**config.mk**
```make
export PLATFORM = sky130hd
export DESIGN_NAME = input_conditioner
export DESIGN_NICKNAME = d
export VERILOG_FILES = /design/src/rtl/input_conditioner.sv
export SDC_FILE = /design/constraint.sdc
export NUM_CORES = 1
export LEC_CHECK = 0
export ABC_CLOCK_PERIOD_IN_PS = 2300
export CAP_MARGIN = 10
export CORE_MARGIN = 2
export CORE_UTILIZATION = 40
export CTS_BUF_LIST = sky130_fd_sc_hd__clkbuf_16
export DETAILED_ROUTE_END_ITERATION = 12
export GPL_ROUTABILITY_DRIVEN = 1
export HOLD_SLACK_MARGIN = 0.08
export SYNTH_ARGS = -nofsm -noshare
export SYNTH_HDL_FRONTEND = slang
export SYNTH_SLANG_ARGS = --single-unit
```
**constraint.sdc**
```tcl
create_clock -name clk -period 2.3 [get_ports clk]
set_clock_uncertainty 0.1 [all_clocks]
set_input_delay 0.46 -clock clk [delete_from_list [all_inputs] [get_ports clk]]
set_output_delay 0.46 -clock clk [all_outputs]
set_load 0.02 [all_outputs]
```
**src/rtl/input_conditioner.sv**
```systemverilog
// Debounces 4 buttons and 16 switches on a shared sample tick, makes
// button press strobes, and produces a synchronised active-high reset.
// Ports: clk, RSTN (async active-low) | Key_y[3:0], SW[15:0] raw levels
//        BTN_OK, BTN_PULSE, SW_OK debounced outputs | rst system reset.
module input_conditioner #(
  parameter int TICK_DIV = 100000,
  parameter int STABLE_N = 8
) (
  input  logic        clk,
  input  logic        RSTN,
  input  logic [3:0]  Key_y,
  input  logic [15:0] SW,
  output logic [3:0]  BTN_OK,
  output logic [3:0]  BTN_PULSE,
  output logic [15:0] SW_OK,
  output logic        rst
);

  localparam int N  = 20;
  localparam int CW = $clog2(TICK_DIV);
  localparam logic [CW-1:0] PLAST = CW'(TICK_DIV - 1);
  localparam logic [3:0]    QLAST = 4'(STABLE_N - 1);

  // reset: asserts at once, releases two edges after RSTN rises
  logic [1:0] rst_q;

  always_ff @(posedge clk or negedge RSTN) begin
    if (!RSTN) rst_q <= 2'b11;
    else       rst_q <= {rst_q[0], 1'b0};
  end

  assign rst = rst_q[1];

  logic [N-1:0] raw;
  logic [N-1:0] s1;
  logic [N-1:0] s2;

  assign raw = {SW, Key_y};

  always_ff @(posedge clk or negedge RSTN) begin
    if (!RSTN) begin
      s1 <= '0;
      s2 <= '0;
    end else begin
      s1 <= raw;
      s2 <= s1;
    end
  end

  logic [CW-1:0] pcnt;
  logic          tick;

  assign tick = (pcnt == PLAST);

  always_ff @(posedge clk or negedge RSTN) begin
    if (!RSTN)     pcnt <= '0;
    else if (tick) pcnt <= '0;
    else           pcnt <= pcnt + CW'(1);
  end

  logic [3:0]   cnt     [N];
  logic [3:0]   cnt_nxt [N];
  logic [N-1:0] ok;
  logic [N-1:0] ok_nxt;

  // any tick sample equal to ok restarts qualification
  always_comb begin
    ok_nxt = ok;
    for (int i = 0; i < N; i++) begin
      cnt_nxt[i] = cnt[i];
      if (tick) begin
        if (s2[i] != ok[i]) begin
          if (cnt[i] == QLAST) begin
            ok_nxt[i]  = s2[i];
            cnt_nxt[i] = '0;
          end else begin
            cnt_nxt[i] = cnt[i] + 4'd1;
          end
        end else begin
          cnt_nxt[i] = '0;
        end
      end
    end
  end

  logic [3:0] pulse;

  always_ff @(posedge clk or negedge RSTN) begin
    if (!RSTN) begin
      cnt   <= '{default: '0};
      ok    <= '0;
      pulse <= '0;
    end else begin
      cnt   <= cnt_nxt;
      ok    <= ok_nxt;
      // lines up with the cycle BTN_OK first reads 1
      pulse <= ok_nxt[3:0] & ~ok[3:0];
    end
  end

  assign BTN_OK    = ok[3:0];
  assign SW_OK     = ok[19:4];
  assign BTN_PULSE = pulse;

endmodule

```
layer_met1.png
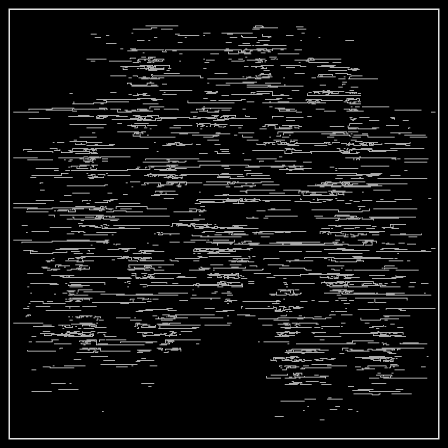
wire length on this layer: 6,530 um
main direction: horizontal
share of all routed wire: 47%
longest straight run: 30.4 um
nets with wire on the layer: 728
wirelength, routed: 14,000 um
vias: 5,230
met1 Track Usage GR: 0.191

layer_met2.png
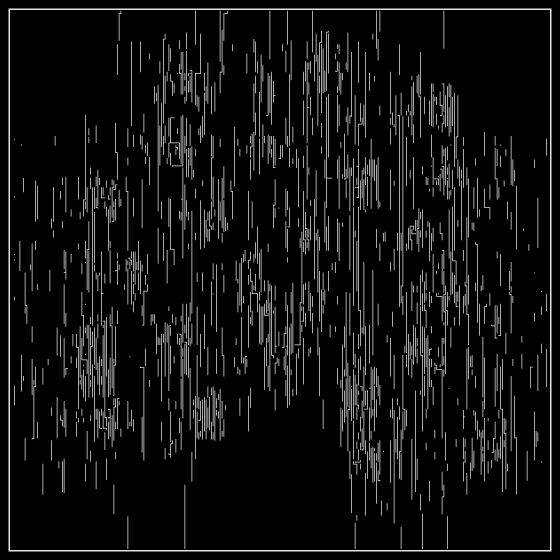
longest straight run: 49.6 um
nets with wire on the layer: 673
share of all routed wire: 49%
main direction: vertical
wire length on this layer: 6,900 um
GR Layer Usage met2: 0.261

layer_met3.png
The bar under the picture is 50 um long.
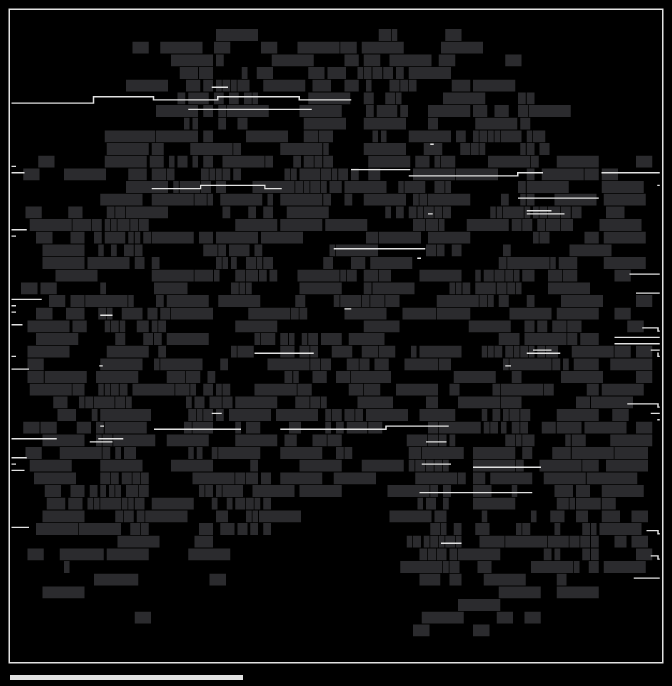
nets with wire on the layer: 49
main direction: horizontal
wire length on this layer: 482 um
met3 Use GR: 0.0424

congestion.png
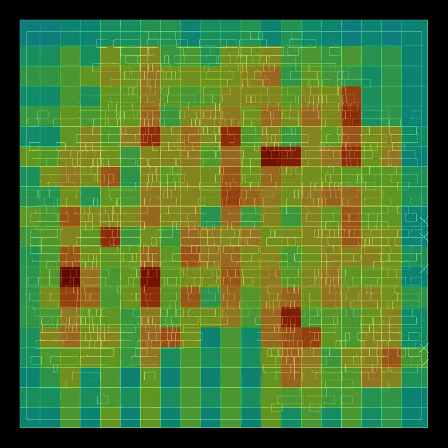
gr usage total: 0.153
layer with the highest usage: met2
drt wl/cell: 14.1 um
Final Util: 0.487

flops_by_reg.png
The bar under the picture is 50 um long. Other sequential cells in the stronger gray, the rest of the logic in the fainter gray.
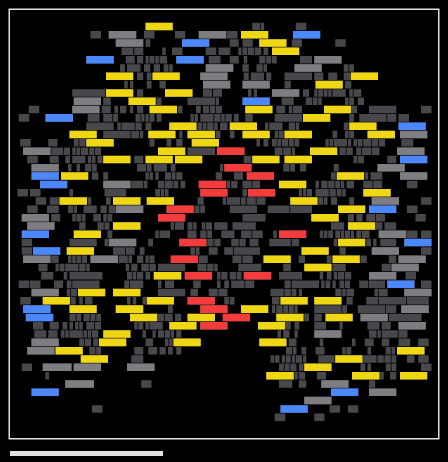
legend:
  `cnt`:
    color: yellow
    flops: 80
  `s1`:
    color: blue
    flops: 20
    where: widely spread
  `pcnt`:
    color: red
    flops: 17
    where: center
not colored: 46
sequential power: 2.93 mW
Flop area: 4080 um2
sequential share of cell area: 0.464

==> impl_metrics.py <==
# Physical implementation metrics
metrics = {
    "critical_path": {
        "crit_required_ns": 2.48,
        "worstPathMaxFanout": 32,
        "cp.arrival_ns": 2.31,
        "cp-end-kind": "flip-flop",
        "cp-startpoint": "pcnt[0]",
        "r2r-start": "pcnt[0]",
        "path_class": "reg -> reg",
    },
    "synthesis": {
        "ys_chip_area_um2": 7400,
        "yosysCellCount": 689,
        "async_reset_ff_frac": 1.00,
        "synthDominantCellAreaShare": 0.544,
        "syn_area_um2": 7400,
        "top_cells_by_area": "dfrtp_1, o21ai_0, nand2_1",
        "avgSynthCellArea_um2": 10.7,
        "synthTopCellsByCount": "dfrtp_1, nand2_1, o21ai_0",
        "synth.yosys.seq_area_share": 0.552,
        "synth-edff-count": 0,
        "yosysWarnings": 0,
        "flop_cell": "dfrtp_1",
        "synth_flops": 163,
        "syn_inst": 689,
        "yosysMostFrequentCell": "dfrtp_1",
        "syn-num-nets": 732,
    },
    "sta": {
        "finalClockPeriodUsage": 0.923,
        "layout_min_cycle_time_ns": 2.12,
        "finalHoldViolCount": 0,
        "rsz0062_at_grt": "no",
        "drv_slew": 0,
        "tightest_slew_ns": 0.624,
        "max_freq_mhz": 471,
        "tns_ns": 0,
        "setup_violations": 0,
        "finalHoldWorstSlack_ns": 0.248,
        "relSlewSlack": 0.581,
    },
    "status": {
        "violations": "design-rule violations",
        "status": "complete, but fails checks",
    },
    "cells_and_area": {
        "final_area_um2": 8800,
        "area_growth_pct": 18.9,
        "drive_above_1_share": 0.107,
        "fin_nets": 794,
        "antenna_cells": 0,
    },
    "global_routing": {
        "grt_max_degree": 45,
        "grt_pass1_wl_um": 24600,
        "grt_pass1_vias": 5412,
        "overflow": 0,
    },
    "routing": {
        "vias_per_cell": 5.27,
        "dr.pass1.iters": 11,
        "drc": 5,
    },
    "clock_tree": {
        "post-cts-setup-buffer-count": 0,
        "path_clk_slew_ns": 0.07,
        "cts-root-buf": "clkbuf_16",
        "htreeDepth": 4,
        "cts-buffers-inserted": 17,
        "clock_path_buffers": 2,
        "cts.sinks": 163,
        "insertion_delay_ns": 0.42,
    },
    "place": {
        "placedInstanceArea_um2": 8200,
        "placed_cells": 960,
        "gp_congestion": 0.792,
        "pre_cts_ws_ns": 0.179,
        "dp_hpwl_um": 9450,
    },
    "flow_run": {
        "warnings": 26,
        "maxCapViolations": 0,
    },
    "power": {
        "power_density_nw_per_um2": 672,
        "peakVddDrop_v": 0.000455,
    },
    "floorplan": {
        "initCoreUtil": 0.409,
        "fp.dieW_um": 140,
        "die-area_um2": 19600,
        "rows": 49,
        "pin_count": 47,
    },
}
metal layers:
layer	global-route usage	wire (um)	part of all wire
met5	0	0	0
met4	0.0484	90	0.0064
met3	0.0424	481	0.034
met1	0.191	6530	0.47
met2	0.261	6900	0.49
power breakdown:
part           switching, mW  total, mW  internal, mW
registers             0.0251       2.93          2.91
clock network           1.13       2.82          1.70
logic                 0.0929      0.164        0.0712
total                   1.24       5.92          4.67
placed cells by master (no fill, tap or decap), types with 21 or more instances in the layout:
| cell type | n |
|---|---|
| nand4_1 | 25 |
| ha_1 | 21 |
| o21ai_0 | 75 |
| xnor2_1 | 27 |
| o21ai_1 | 26 |
| nand2b_1 | 40 |
| dfrtp_1 | 161 |
| clkdlybuf4s50_1 | 45 |
| nand2_1 | 79 |
| xor2_1 | 23 |
| nor2_1 | 61 |
| nand3_1 | 25 |
flip-flops by register name (all words and copies together), names as in the netlist:
| register | cells |
|---|---|
| s1 | 20 |
| rst_q | 2 |
| BTN_PULSE | 4 |
| ok | 20 |
| pcnt | 17 |
| s2 | 20 |
| cnt | 80 |
repair_timing:
action	4_1_cts	5_1_grt
endpoints found under the hold margin	36	0
hold buffers	1	0
resized	0	0
path summary, 6_finish.rpt:
kind | endpoint | slack [ns] | cells after the start
min | s2[12] | 0.25 | 0
max in group asynchronous | rst_q[0] | 1.01 | 3
min in group asynchronous | pcnt[5] | 0.45 | 2
max | cnt[51] | 0.18 | 6
min reg2reg | s2[12] | 0.25 | 0
max reg2reg | cnt[51] | 0.18 | 6
cells by family (layout without fill, tap and decap cells):
kind of cell / count (synthesis) / in the layout / synth area share
and+or+nand+nor: 288 / 288 / 0.215
DFF: 163 / 163 / 0.552
AOI/OAI and AO/OA: 126 / 126 / 0.0896
xor gates and xnor gates: 50 / 50 / 0.0592
adders and majority gates: 21 / 21 / 0.0355
muxes: 21 / 21 / 0.0323
buffers and inverters: 19 / 94 / 0.0167
other: 1 / 1 / 0.000507
cell type report:
type                            count  area, um2
Multi-Input combinational cell    507       3200
Clock buffer                       17        425
Fill cell                        1605       9290
Clock inverter                     15        168
Timing Repair Buffer               61        639
Inverter                            1       3.75
Tap cell                          229        287
Sequential cell                   163       4080
critical path, stage by stage (launching register included):
cell     delay, ns
dfrtp_1       0.38
ha_1          0.21
and4_1        0.35
nand4_4       0.32
buf_12        0.28
o21ai_0       0.20
o21ai_0       0.14
Power and IR drop assume default switching activity.
